`config.mk`:
```
export PLATFORM = sky130hd
export DESIGN_NAME = obq_history_writer
export DESIGN_NICKNAME = d
export VERILOG_FILES = /design/src/rtl/obq_history_writer.sv
export SDC_FILE = /design/constraint.sdc
export NUM_CORES = 1
export LEC_CHECK = 0
export CAP_MARGIN = 30
export CORE_MARGIN = 2
export CORE_UTILIZATION = 25
export CTS_CLUSTER_SIZE = 16
export DETAILED_ROUTE_END_ITERATION = 6
export GPL_ROUTABILITY_DRIVEN = 0
export GPL_TIMING_DRIVEN = 0
export SETUP_SLACK_MARGIN = 0.05
export SLEW_MARGIN = 20
export SYNTH_ARGS = -nofsm -noshare
export SYNTH_HDL_FRONTEND = slang
export SYNTH_SLANG_ARGS = --single-unit
```
`constraint.sdc`:
```
create_clock -name clock -period 2.49 [get_ports clock]
set_input_delay 0.249 -clock clock [delete_from_list [all_inputs] [get_ports clock]]
set_output_delay 0.249 -clock clock [all_outputs]
set_load 0.05 [all_outputs]
```
`src/rtl/obq_history_writer.sv`:
```
// Speculative GHR keeper and OBQ allocator: one checkpoint per predicted branch, repair on mispredict, clear on flush.
// Latency: accept writes the OBQ the same cycle; mispredict repairs the OBQ one cycle later; flush clears it one cycle later.
module obq_history_writer #(
    parameter int OBQ_SIZE = 16,
    parameter int HIST_W   = 8,
    parameter int IDX_W    = $clog2(OBQ_SIZE)
) (
    input  logic              clock,
    input  logic              reset,
    input  logic              br_valid,
    input  logic              br_pred_taken,
    output logic              br_ready,
    output logic [IDX_W-1:0]  br_tag,
    output logic [HIST_W-1:0] ghr_out,
    input  logic              mispred_valid,
    input  logic [IDX_W-1:0]  mispred_tag,
    input  logic              mispred_taken,
    input  logic              flush,
    output logic [IDX_W-1:0]  obq_rd_index,
    input  logic [HIST_W-1:0] obq_rd_row,
    output logic              obq_write_en,
    output logic [HIST_W-1:0] obq_bh_row,
    output logic              obq_clear_en,
    output logic [IDX_W-1:0]  obq_index
);

    typedef enum logic [1:0] {ST_IDLE, ST_RECOVER, ST_FLUSH} state_t;

    localparam logic [IDX_W:0] TAIL_MAX = (IDX_W+1)'(OBQ_SIZE);

    state_t             state_q, state_d;
    logic [HIST_W-1:0]  ghr_q, ghr_d;
    logic [IDX_W:0]     tail_q, tail_d;
    logic [IDX_W-1:0]   pend_tag_q, pend_tag_d;
    logic [HIST_W-1:0]  pend_row_q, pend_row_d;
    logic               pend_taken_q, pend_taken_d;
    logic               accept;
    logic               tag_live;

    assign ghr_out      = ghr_q;
    assign br_tag       = tail_q[IDX_W-1:0];
    assign obq_rd_index = mispred_tag;

    always_comb begin
        state_d      = state_q;
        ghr_d        = ghr_q;
        tail_d       = tail_q;
        pend_tag_d   = pend_tag_q;
        pend_row_d   = pend_row_q;
        pend_taken_d = pend_taken_q;

        br_ready = (state_q == ST_IDLE) && !mispred_valid && !flush && (tail_q < TAIL_MAX);
        accept   = br_valid && br_ready;
        tag_live = {1'b0, mispred_tag} < tail_q;

        obq_write_en = accept;
        obq_clear_en = 1'b0;
        obq_index    = tail_q[IDX_W-1:0];
        obq_bh_row   = ghr_q;

        // Rewriting the mispredicted slot with its own checkpoint keeps it while the clear kills younger ones.
        case (state_q)
            ST_RECOVER: begin
                obq_clear_en = 1'b1;
                obq_write_en = 1'b1;
                obq_index    = pend_tag_q;
                obq_bh_row   = pend_row_q;
            end
            ST_FLUSH: begin
                obq_clear_en = 1'b1;
                obq_write_en = 1'b0;
                obq_index    = '0;
            end
            default: ;
        endcase

        if (flush) begin
            state_d = ST_FLUSH;
            if (state_q == ST_FLUSH) begin
                ghr_d  = '0;
                tail_d = '0;
            end
        end else begin
            case (state_q)
                ST_IDLE: begin
                    if (mispred_valid) begin
                        if (tag_live) begin
                            pend_tag_d   = mispred_tag;
                            pend_row_d   = obq_rd_row;
                            pend_taken_d = mispred_taken;
                            state_d      = ST_RECOVER;
                        end
                    end else if (accept) begin
                        ghr_d  = {ghr_q[HIST_W-2:0], br_pred_taken};
                        tail_d = tail_q + (IDX_W+1)'(1);
                    end
                end
                ST_RECOVER: begin
                    // An older mispredict supersedes the pending one; younger ones are already doomed.
                    if (mispred_valid && (mispred_tag < pend_tag_q)) begin
                        pend_tag_d   = mispred_tag;
                        pend_row_d   = obq_rd_row;
                        pend_taken_d = mispred_taken;
                    end else begin
                        ghr_d   = {pend_row_q[HIST_W-2:0], pend_taken_q};
                        tail_d  = (IDX_W+1)'(pend_tag_q) + (IDX_W+1)'(1);
                        state_d = ST_IDLE;
                    end
                end
                ST_FLUSH: begin
                    ghr_d   = '0;
                    tail_d  = '0;
                    state_d = ST_IDLE;
                end
                default: state_d = ST_IDLE;
            endcase
        end
    end

    always_ff @(posedge clock) begin
        if (!reset) begin
            state_q      <= ST_IDLE;
            ghr_q        <= '0;
            tail_q       <= '0;
            pend_tag_q   <= '0;
            pend_row_q   <= '0;
            pend_taken_q <= 1'b0;
        end else begin
            state_q      <= state_d;
            ghr_q        <= ghr_d;
            tail_q       <= tail_d;
            pend_tag_q   <= pend_tag_d;
            pend_row_q   <= pend_row_d;
            pend_taken_q <= pend_taken_d;
        end
    end

endmodule

```
==> metrics.yaml <==
clock_network:
  clk_pin_slew_ns: 0.10
  holdBufCountCts: 0
  postCtsSetupBuffers: 0
  clk_latency_ns: 0.27
  cts-root-buf: "clkbuf_8"
  cts_tree: "yes"
  cts_buffers: 3
  cts.sinks: 28
  clockBufferDepth: 2
  cts_resized: 58
  htree_levels: 1
min_path:
  min_from: "pend_row_q[7]"
  hold_depth: 2
  hp-class: "register to register"
floorplanning:
  dieArea_sq_um: 8270
  die_x_microns: 91.0
  die_h_microns: 91.0
  pin_count: 50
  fp-row-count: 31
  initCoreUtil_pct: 25.9
  core_sq_um: 7290
timing:
  period_minus_slack_ns: 2.34
  hold_violations: 0
  worst_pin_slew_ns: 0.511
  relSlewSlack_pct: 65.9
  report.final.setup_viol: 0
  finalCritPeriodShare_pct: 93.9
  grt_setup_unrepaired: "false"
  clock_skew_ns: 0.00359
  setup_ws_ns: 0.152
  maxSlewViolCount: 0
  max_freq_ghz: 0.428
power:
  power.switching_uw: 331
  p_int_uw: 718
  leakage_uw: 0.000951
  p_clk_share_pct: 27.1
  p_seq_share_pct: 45.9
  power.total_uw: 1050
  comb_power_share_pct: 27.0
  ir_worst_vdd_mv: 0.206
  p_per_area_nw_per_um2: 410
  netSwitchingFraction_pct: 31.6
place:
  port_buffers: 49
  placed_cell_area_sq_um: 2530
  place_hpwl_microns: 4320
  pre_cts_slack_ns: -0.578
worst_setup_path:
  crit_type: "register to primary output"
  start_kind: "register"
  cp-endpoint: "obq_bh_row[6]"
  reg2reg_slack_ns: 0.24
  endpoint_kind: "primary output"
  r2r_end: "pend_row_q[1]"
  startpoint: "state_q[1]"
  crit_path_max_fanout: 10
  required_ns: 2.24
  arrival_ns: 2.09
  reg2reg_from: "tail_q[2]"
  reg2regPathDepth: 8
logic_synthesis:
  synth_area_leader_cell: "dfxtp_1"
  synthesis.area_sq_um: 1890
  netlist_instances: 250
  synthArstFlopShare_pct: 0
  edf_count: 0
  synthesis.nets: 279
  synth.avg_cell_area_sq_um: 7.56
  synth_flops: 28
  yosys_cells: 250
  ys_chip_area_sq_um: 1890
  synth_top_area_share_pct: 29.6
  yosysWarningCount: 0
  ys_seq_share_pct: 29.6
  yosysUniqueCellTypes: 37
  ys.flop_type: "dfxtp_1"
  synth.area.top_cells: "dfxtp_1, o21ai_0, mux2i_1, nand2_1, ha_1"
layout:
  diodes: 0
  syn_to_final_growth_pct: 35.4
  fin_area_sq_um: 2560
  drive_gt1_share_pct: 15.6
  nets: 332
route:
  vias: 1870
  routed_wl_microns: 5410
  ant_nets: 0
  drc: 0
  drt_iter0_drc: 95
  via_per_inst: 4.66
  firstDrtPassIters: 4
job:
  warning_count: 28
  cap_violations: 0
global_route:
  grt_max_degree: 16
  grt_pass1_vias: 1897
  grt-ovfl-total: 0
  grt_pass1_wl_microns: 9050
  antenna_found_initial: 0
status:
  outcome: "complete, no violations"
## cell usage after synthesis (all sizes together), types with 3 or more instances
cell type / count
nand2: 37
o21ai: 36
dfxtp: 28
inv: 21
nand3: 17
a21oi: 16
mux2i: 15
buf: 13
clkbuf: 12
nand4: 12
ha: 10
nor2: 4
a211oi: 3
nand2b: 3
xnor2: 3
## metrics by stage
| step | hold slack (ns) | std cells | TNS [ns] | utilization, % |
|---|---|---|---|---|
| floorplan | 0.318 | 250 | 0 | - |
| global placement | 0.443 | 398 | -3.76 | 34.7 |
| detailed placement | 0.448 | 398 | -4.26 | 34.7 |
| CTS | 0.461 | 401 | 0 | 35.4 |
| global route | 0.477 | 401 | 0 | 35.1 |
| finish | 0.464 | 401 | 0 | 35.1 |
## cell families after synthesis
logic type               synth area share, %
buffers and inverters                   11.3
multiplexers                            9.13
adder cells (fa/ha/maj)                 6.62
flip-flops                              29.6
AND-OR/OR-AND                           22.2
XOR/XNOR                                1.39
AND/OR/NAND/NOR                         19.7
## routing by layer
| layer | wire length [microns] | GRT usage, % | share of wire [%] |
|---|---|---|---|
| met5 | 0 | 0 | 0 |
| met1 | 2620 | 17.8 | 48 |
| met2 | 2490 | 22.2 | 46 |
| met4 | 25 | 3.16 | 0.46 |
| met3 | 267 | 2.41 | 4.9 |
## layout by cell type (no fill, tap or decap), drive strengths merged
cell type,netlist,routed
nand2,37,37
a41o,1,1
a211oi,3,3
o31ai,1,1
nand2b,3,3
and3b,1,1
xnor2,3,3
nor2,4,4
dfxtp,28,28
o211ai,2,2
a211o,1,1
nand3,17,17
buf,13,23
mux2i,15,15
clkdlybuf4s50,0,35
nor2b,2,2
mux2,2,2
inv,21,21
clkbuf,12,17
o2111a,1,1
nor3,2,2
a32o,1,1
nand4,12,12
a2111oi,1,1
nand4b,1,1
o21ai,36,36
a21oi,16,16
a32oi,1,1
o2111ai,1,1
ha,10,10
dlymetal6s2s,0,1
a31oi,1,1
o21a,1,1
dlygate4sd2,0,1
## final cells by class
cell class / count / area (sq um)
Buffer: 24 / 145
Clock buffer: 4 / 55.1
Fill cell: 819 / 4730
Inverter: 21 / 78.8
Multi-Input combinational cell: 176 / 1150
Sequential cell: 28 / 561
Tap cell: 99 / 124
Timing Repair Buffer: 49 / 444
## flip-flops by register name (all words and copies together) (netlist names)
| register | count |
|---|---|
| tail_q | 5 |
| state_q | 2 |
| pend_tag_q | 4 |
| pend_taken_q | 1 |
| pend_row_q | 8 |
| ghr_out | 8 |
## worst max-delay path: stages (launching register included)
cell and delay [ns]:
dfxtp_1 0.37, inv_1 0.15, ha_1 0.26, buf_2 0.26, mux2_2 0.35, dlygate4sd2_1 0.42
## power groups by stage
stage	sequential, uW	clock [uW]	combinational [uW]
after global placement	492	0	277
after CTS	482	290	281
after floorplan	489	0	186
final	481	285	283
after global routing	485	310	309
after detailed placement	492	0	280
## worst min-delay path by stage
| stage | end |
|---|---|
| finish | pend_row_q[7] |
| global route | pend_row_q[7] |
| CTS | pend_row_q[7] |
| detailed placement | pend_row_q[7] |
| global placement | pend_row_q[7] |
| floorplan | state_q[0] |
### Cell sizes after repair

Scale bar: 20 microns.
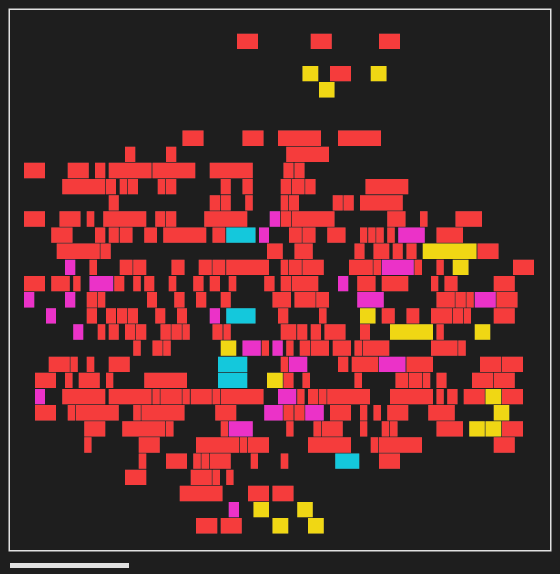
red -> _0 and _1 cells  # cells 255, share 84%, most used nand2_1
yellow -> _3 and _4 cells  # cells 18, share 6.0%, most used buf_4
cyan -> _6 and larger  # cells 5, share 1.7%, most used clkbuf_8
magenta -> _2 cells  # cells 24, share 7.9%, most used buf_2

### Zoomed window

Scale bar: 10 microns. Region (25, 7) to (65, 47) microns. Cells in gray, sequential cells in the stronger gray; small squares are vias.
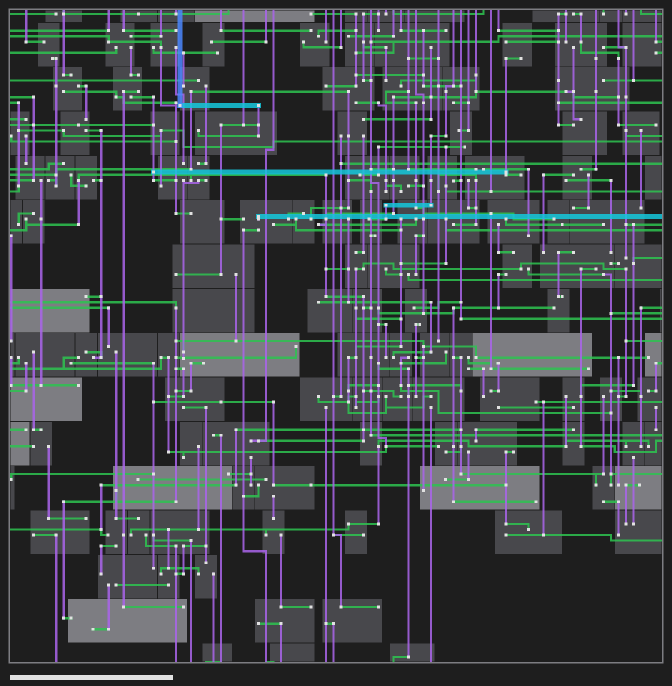
green -> metal 1
cyan -> metal 3
purple -> metal 2
blue -> metal 4
most frequent = nand2_1 (23), nand3_1 (13)
netlist names of flops here include = pend_row_q (4), pend_tag_q (2)
sequential cells in the window = 7
cells with their middle in the window = 105

### Track usage over the die

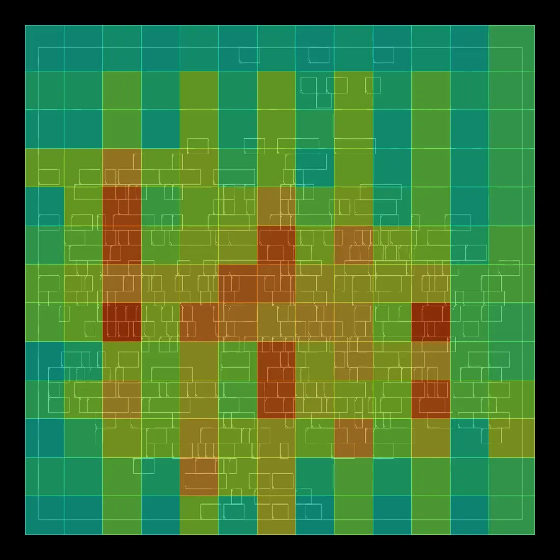
GR Layer Usage met3: 2.41%
gr usage total: 13.3%
per-cell routed wire length: 13.5 microns
met2 track demand over resource: 22.2%
GR peak layer: met2

### Met1 routing

Scale bar: 20 microns. Supply wires on this layer in gray. Cells faint in the background.
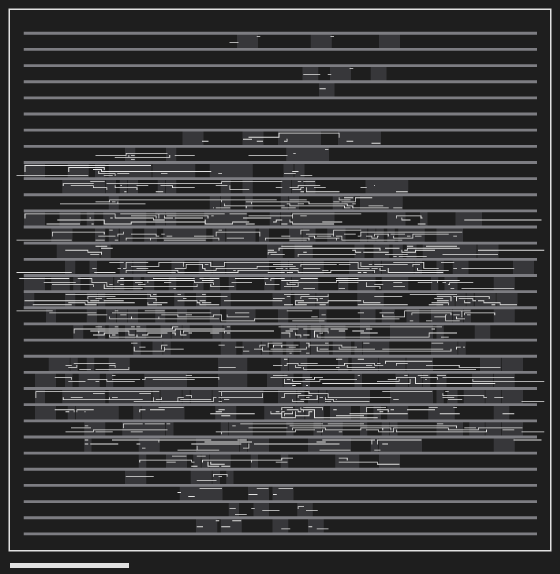
main direction = horizontal
share of all routed wire = 48%

Power figures rest on the tool's default switching activity, not on a simulated workload.
